Figure 1. M3 wires.
(4 px per micron)
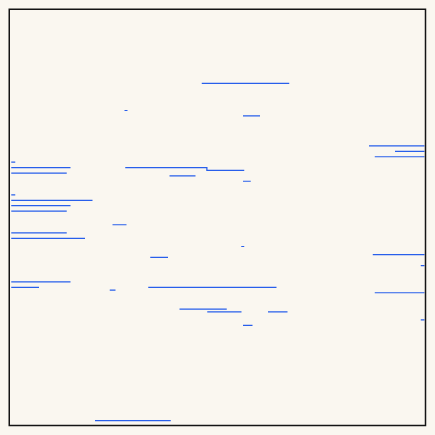
Figure 2. Placement by cell class.
(3 px per micron)
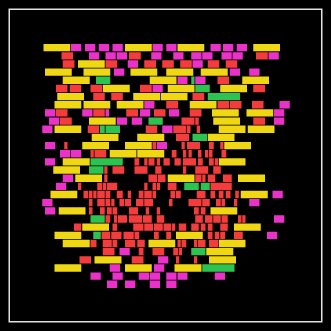
===== src/rtl/imem_fetch_pkg.sv =====
// ============================================================================
// Module  : imem_fetch_pkg
// Brief   : Shared state encoding, fault codes and word geometry for the
//           byte-wide instruction fetch sequencer.
// Revision: 1.0 - initial release
// ============================================================================
`default_nettype none

package imem_fetch_pkg;

   typedef enum logic [1:0] {
      ST_FETCH = 2'd0,
      ST_HOLD  = 2'd1,
      ST_HALT  = 2'd2
   } state_e;

   localparam logic [1:0] FAULT_NONE     = 2'b00;
   localparam logic [1:0] FAULT_MISALIGN = 2'b01;
   localparam logic [1:0] FAULT_RANGE    = 2'b10;

   localparam int BYTES_PER_WORD = 4;

endpackage

`default_nettype wire


===== src/rtl/imem_fetch_ctrl_if.sv =====
// ============================================================================
// Module  : imem_fetch_ctrl_if
// Brief   : Memory, decode-handshake and redirect signals of the fetch block.
// Revision: 1.0 - initial release
// ============================================================================
`default_nettype none

interface imem_fetch_ctrl_if #(
   parameter int ADDR_W = 7
);
   logic [ADDR_W-1:0] mem_addr;
   logic [7:0]        mem_rdata;
   logic [31:0]       instr;
   logic [ADDR_W-1:0] instr_pc;
   logic              instr_valid;
   logic              instr_ready;
   logic              redirect;
   logic [ADDR_W-1:0] redirect_pc;
   logic              halted;
   logic [1:0]        fault;

   // master = the fetch sequencer; slave = memory plus decode/branch unit
   modport master (
      output mem_addr, instr, instr_pc, instr_valid, halted, fault,
      input  mem_rdata, instr_ready, redirect, redirect_pc
   );

   modport slave (
      input  mem_addr, instr, instr_pc, instr_valid, halted, fault,
      output mem_rdata, instr_ready, redirect, redirect_pc
   );
endinterface

`default_nettype wire


===== src/rtl/imem_fetch_ctrl_be_word_assembler.sv =====
// ============================================================================
// Module  : be_word_assembler
// Brief   : Collects four bytes into a big-endian 32-bit word register.
// Revision: 1.0 - initial release
// ============================================================================
`default_nettype none

module be_word_assembler (
   input  wire logic        clk,
   input  wire logic        reset,
   input  wire logic [1:0]  byte_idx,
   input  wire logic        capture,
   input  wire logic [7:0]  byte_in,
   output      logic [31:0] word
);

   logic [31:0] word_q;
   logic [31:0] word_d;

   // byte index 0 is the lowest address and lands in the top byte
   always_comb begin
      word_d = word_q;
      if (capture) begin
         case (byte_idx)
            2'd0:    word_d[31:24] = byte_in;
            2'd1:    word_d[23:16] = byte_in;
            2'd2:    word_d[15:8]  = byte_in;
            default: word_d[7:0]   = byte_in;
         endcase
      end
   end

   always_ff @(posedge clk or posedge reset) begin
      if (reset) begin
         word_q <= 32'd0;
      end else begin
         word_q <= word_d;
      end
   end

   assign word = word_q;

endmodule

`default_nettype wire


===== src/rtl/imem_fetch_ctrl.sv =====
// ============================================================================
// Module  : imem_fetch_ctrl
// Brief   : Instruction-fetch sequencer: walks a byte-wide synchronous memory,
//           assembles 32-bit words and presents them over valid/ready.
// Revision: 1.0 - initial release
// ============================================================================
`default_nettype none

module imem_fetch_ctrl
   import imem_fetch_pkg::*;
#(
   parameter int ADDR_W    = 7,
   parameter int MEM_BYTES = 76,
   parameter int RESET_PC  = 0
) (
   input  wire logic          clk,
   input  wire logic          reset,
   imem_fetch_ctrl_if.master  bus
);

   localparam int                AW1     = ADDR_W + 1;
   localparam logic [AW1-1:0]    LAST_PC = AW1'(MEM_BYTES - BYTES_PER_WORD);

   localparam logic [1:0] RST_FAULT =
      ((RESET_PC % BYTES_PER_WORD) != 0)       ? FAULT_MISALIGN :
      (RESET_PC > (MEM_BYTES - BYTES_PER_WORD)) ? FAULT_RANGE    : FAULT_NONE;
   localparam state_e RST_STATE = (RST_FAULT == FAULT_NONE) ? ST_FETCH : ST_HALT;
   localparam logic   RST_HALT  = (RST_FAULT != FAULT_NONE);

   // Checked one bit wider than the address so pc+4 cannot wrap into range
   function automatic logic [1:0] entry_fault(input logic [AW1-1:0] pc);
      if (pc[1:0] != 2'b00) begin
         return FAULT_MISALIGN;
      end else if (pc > LAST_PC) begin
         return FAULT_RANGE;
      end
      return FAULT_NONE;
   endfunction

   state_e            state_q,  state_d;
   logic [ADDR_W-1:0] pc_q,     pc_d;
   logic [ADDR_W-1:0] addr_q,   addr_d;
   logic [2:0]        cnt_q,    cnt_d;
   logic              valid_q,  valid_d;
   logic [ADDR_W-1:0] ipc_q,    ipc_d;
   logic [1:0]        fault_q,  fault_d;
   logic              halted_q, halted_d;

   logic              load_pc;
   logic [AW1-1:0]    new_pc;
   logic [1:0]        new_fault;
   logic              capture;
   logic [1:0]        byte_idx;

   always_comb begin
      state_d   = state_q;
      pc_d      = pc_q;
      addr_d    = addr_q;
      cnt_d     = cnt_q;
      valid_d   = valid_q;
      ipc_d     = ipc_q;
      fault_d   = fault_q;
      halted_d  = halted_q;
      load_pc   = 1'b0;
      new_pc    = '0;
      new_fault = FAULT_NONE;
      capture   = 1'b0;
      byte_idx  = cnt_q[1:0] - 2'd1;

      if (bus.redirect) begin
         load_pc = 1'b1;
         new_pc  = {1'b0, bus.redirect_pc};
      end else begin
         case (state_q)
            ST_FETCH: begin
               // byte for address pc+cnt-1 arrives in cycle cnt
               capture = (cnt_q != 3'd0);
               if (cnt_q == 3'd4) begin
                  valid_d = 1'b1;
                  ipc_d   = pc_q;
                  cnt_d   = 3'd0;
                  state_d = ST_HOLD;
               end else begin
                  cnt_d = cnt_q + 3'd1;
                  if (cnt_q < 3'd3) begin
                     addr_d = pc_q + ADDR_W'(cnt_q) + ADDR_W'(1);
                  end
               end
            end
            ST_HOLD: begin
               if (valid_q && bus.instr_ready) begin
                  load_pc = 1'b1;
                  new_pc  = {1'b0, pc_q} + AW1'(BYTES_PER_WORD);
               end
            end
            default: ;
         endcase
      end

      if (load_pc) begin
         new_fault = entry_fault(new_pc);
         pc_d      = new_pc[ADDR_W-1:0];
         addr_d    = new_pc[ADDR_W-1:0];
         cnt_d     = 3'd0;
         valid_d   = 1'b0;
         fault_d   = new_fault;
         halted_d  = (new_fault != FAULT_NONE);
         state_d   = (new_fault == FAULT_NONE) ? ST_FETCH : ST_HALT;
      end
   end

   always_ff @(posedge clk or posedge reset) begin
      if (reset) begin
         state_q  <= RST_STATE;
         pc_q     <= ADDR_W'(RESET_PC);
         addr_q   <= ADDR_W'(RESET_PC);
         cnt_q    <= 3'd0;
         valid_q  <= 1'b0;
         ipc_q    <= '0;
         fault_q  <= RST_FAULT;
         halted_q <= RST_HALT;
      end else begin
         state_q  <= state_d;
         pc_q     <= pc_d;
         addr_q   <= addr_d;
         cnt_q    <= cnt_d;
         valid_q  <= valid_d;
         ipc_q    <= ipc_d;
         fault_q  <= fault_d;
         halted_q <= halted_d;
      end
   end

   be_word_assembler u_asm (
      .clk      (clk),
      .reset    (reset),
      .byte_idx (byte_idx),
      .capture  (capture),
      .byte_in  (bus.mem_rdata),
      .word     (bus.instr)
   );

   assign bus.mem_addr    = addr_q;
   assign bus.instr_pc    = ipc_q;
   assign bus.instr_valid = valid_q;
   assign bus.halted      = halted_q;
   assign bus.fault       = fault_q;

endmodule

`default_nettype wire


===== src/flat_wrapper.sv =====
// flat-port wrapper written by rule: the top's interface ports become plain ports
module imem_fetch_ctrl_flat import imem_fetch_pkg::*;
#(
   parameter int ADDR_W    = 7,
   parameter int MEM_BYTES = 76,
   parameter int RESET_PC  = 0
)
  (clk, reset, bus_mem_addr, bus_instr, bus_instr_pc, bus_instr_valid, bus_halted, bus_fault, bus_mem_rdata, bus_instr_ready, bus_redirect, bus_redirect_pc);
  imem_fetch_ctrl_if #(.ADDR_W(ADDR_W)) bus_i ();
  input  wire logic clk;
  input  wire logic reset;
  output wire logic [$bits(bus_i.mem_addr)-1:0] bus_mem_addr;
  output wire logic [$bits(bus_i.instr)-1:0] bus_instr;
  output wire logic [$bits(bus_i.instr_pc)-1:0] bus_instr_pc;
  output wire logic [$bits(bus_i.instr_valid)-1:0] bus_instr_valid;
  output wire logic [$bits(bus_i.halted)-1:0] bus_halted;
  output wire logic [$bits(bus_i.fault)-1:0] bus_fault;
  input wire logic [$bits(bus_i.mem_rdata)-1:0] bus_mem_rdata;
  input wire logic [$bits(bus_i.instr_ready)-1:0] bus_instr_ready;
  input wire logic [$bits(bus_i.redirect)-1:0] bus_redirect;
  input wire logic [$bits(bus_i.redirect_pc)-1:0] bus_redirect_pc;
  assign bus_mem_addr = bus_i.mem_addr;
  assign bus_instr = bus_i.instr;
  assign bus_instr_pc = bus_i.instr_pc;
  assign bus_instr_valid = bus_i.instr_valid;
  assign bus_halted = bus_i.halted;
  assign bus_fault = bus_i.fault;
  assign bus_i.mem_rdata = bus_mem_rdata;
  assign bus_i.instr_ready = bus_instr_ready;
  assign bus_i.redirect = bus_redirect;
  assign bus_i.redirect_pc = bus_redirect_pc;
  imem_fetch_ctrl #(.ADDR_W(ADDR_W), .MEM_BYTES(MEM_BYTES), .RESET_PC(RESET_PC)) u_core (.clk(clk), .reset(reset), .bus(bus_i));
endmodule

===== config.mk =====
export PLATFORM = sky130hd
export DESIGN_NAME = imem_fetch_ctrl_flat
export DESIGN_NICKNAME = d
export VERILOG_FILES = /design/src/rtl/imem_fetch_pkg.sv /design/src/rtl/imem_fetch_ctrl_if.sv /design/src/rtl/imem_fetch_ctrl_be_word_assembler.sv /design/src/rtl/imem_fetch_ctrl.sv /design/src/flat_wrapper.sv
export SDC_FILE = /design/constraint.sdc
export NUM_CORES = 1
export LEC_CHECK = 0
export ABC_CLOCK_PERIOD_IN_PS = 4500
export CAP_MARGIN = 15
export CORE_MARGIN = 10
export CORE_UTILIZATION = 41
export CTS_CLUSTER_DIAMETER = 120
export DETAILED_ROUTE_END_ITERATION = 6
export PLACE_DENSITY = 0.68
export RECOVER_POWER = 100
export SLEW_MARGIN = 10
export SYNTH_ARGS = -nofsm -noshare
export SYNTH_HDL_FRONTEND = slang
export SYNTH_SLANG_ARGS = --single-unit

===== constraint.sdc =====
create_clock -name clk -period 4.5 [get_ports clk]
set_input_delay 0.9 -clock clk [delete_from_list [all_inputs] [get_ports clk]]
set_output_delay 0.9 -clock clk [all_outputs]
set_load 0.02 [all_outputs]

==> results.ini <==
[place]
dpl.hpwl_microns=5249
place.port_buffers=68
routabilityCongestion=0.8462

[pwr]
p_sw_share_pct=31.41
total_power_w=0.001940
ir_drop_v=0.0002907
internal_power_w=0.001330
p_comb_share_pct=31.2
power_frac_clock_pct=30.0
pg_comb_w=0.000605
p_seq_share_pct=38.8
clk-power_w=0.000583
power_density_mw_per_mm2=502.0
power.group.top=sequential cells

[synthesis]
yosys.stat.chipArea_sq_mm=0.002870
synth_top_cell_by_count=dfrtp_1
syn_area_per_cell_sq_um=11.48
synth_warnings=0
fp_nets=279
syn_area_sq_mm=0.002870
numSynthFlops=61
fa_ha_area_share_pct=4.621
yosys-top-cells-count=dfrtp_1, mux2_2, nand2_1
yosys.area_share.simple_pct=8.893
postSynthSeqShare_pct=53.18
synthFlopType=dfrtp_1
synthXorXnorAreaFrac_pct=2.136
ys_types=44
ys_cells=250
topCellsByArea=dfrtp_1, mux2_2, ha_1
edf_count=0

[setup_path]
critPathCapture=u_core.u_asm.word[4]$_DFFE_PP0P_
cp_num_cells=3
cp_top_family=buffers and inverters
rr_startpoint=u_core.cnt_q[0]$_DFFE_PP0P_
path_class=input port to async pin
r2r_end=u_core.bus.mem_addr[6]$_DFFE_PP0P_
critPathMaxFanout=41
r2r_cells=9
regToRegSetupSlack_ns=2.17
crit_start=reset

[die]
io_pins=69
coreArea_sq_mm=0.006794
rows=30
chipArea_sq_mm=0.01075
die_x_microns=103.7
fp.dieH_microns=103.7

[route]
via_per_inst=5.078
wire_per_inst_microns=16.81
vias=2138
drc=0
wl_met2_microns=3521
wl_met3_microns=338
routedLengthMet1_microns=3058
ant_nets=0
firstDrtPassIters=4
drt-total-wl_microns=7076

[grt]
busiest_layer=met2
antenna_found_initial=0
grtUsageMet2_pct=21.71
met3_usage_pct=2.850
grt_pass1_wl_microns=12020
use_met1_pct=17.10
grt_pass1_vias=2284

[final_timing]
fmax_ghz=0.3092
final_max_slew_viol_count=42
clock_skew_ns=0.01137
worstMarginPinSlew_ns=1.548
final_hold_viol_count=0
slew_headroom_pct=-3.328
finalClockPeriodUsage_pct=71.88
min_period_ns=3.235
finalWorstSetupSlack_ns=1.265

[clock_tree]
htree_num_levels=3
cts_buffers=9
cts.repair.resized=0
clock.latency.late_pin_ns=0.34
cts-root-buf=clkbuf_8
path_clk_slew_ns=0.07
cts_tree=yes

[status]
status=complete, but fails checks
violations=max-capacitance violations, max-slew violations

[cells_and_area]
post-route-util_pct=56.87
finalNetCount=349
nFillCells=617
mostFrequentLayoutCells=dfrtp_1, dlygate4sd3_1, mux2_2
flop_area_sq_mm=0.001526
layout.cells.most_common=dfrtp_1
drive_gt1_share_pct=16.62
comb_area_sq_mm=0.001256
diodes=0

[min_path]
hold-path-endpoint=u_core.bus.instr_pc[3]$_DFFE_PP0P_
hold_depth=2
min_path_type=register to register

[job]
max_cap_violations=1
warning_count=30

-- Figure 1 (at the start) --
wire length on this layer = 338 microns
share of all routed wire = 4.8%
longest straight run = 31.7 microns
main direction = horizontal
nets with wire on the layer = 26

-- Figure 2 (at the start) --
other buffers and delay cells -> magenta  # cells 69
all other logic -> red  # cells 179
clock drivers and dummy loads -> green  # cells 16
flip-flops -> yellow  # cells 61

[layout make-up]
class | count | area share, %
flip-flops and latches | 61 | 39.51
multi-input cells | 169 | 32.51
repair buffers | 69 | 17.71
well taps | 96 | 3.109
clock inverters | 6 | 2.882
clock buffers | 10 | 3.303
inverters | 10 | 0.9715
[sequential cells by signal (all words and copies together) (netlist names)]
register	cells
u_core.bus.fault	2
u_core.bus.halted	1
u_core.bus.instr_pc	7
u_core.bus.mem_addr	7
u_core.cnt_q	3
u_core.pc_q	7
u_core.state_q	2
u_core.u_asm.word	32
[stage by stage]
step | hold WS [ns] | cells
after CTS | 0.5009 | 421
final | 0.4886 | 421
after detailed placement | 0.4794 | 405
after global placement | 0.4761 | 405
after global routing | 0.5096 | 421
after floorplan | 0.5098 | 250
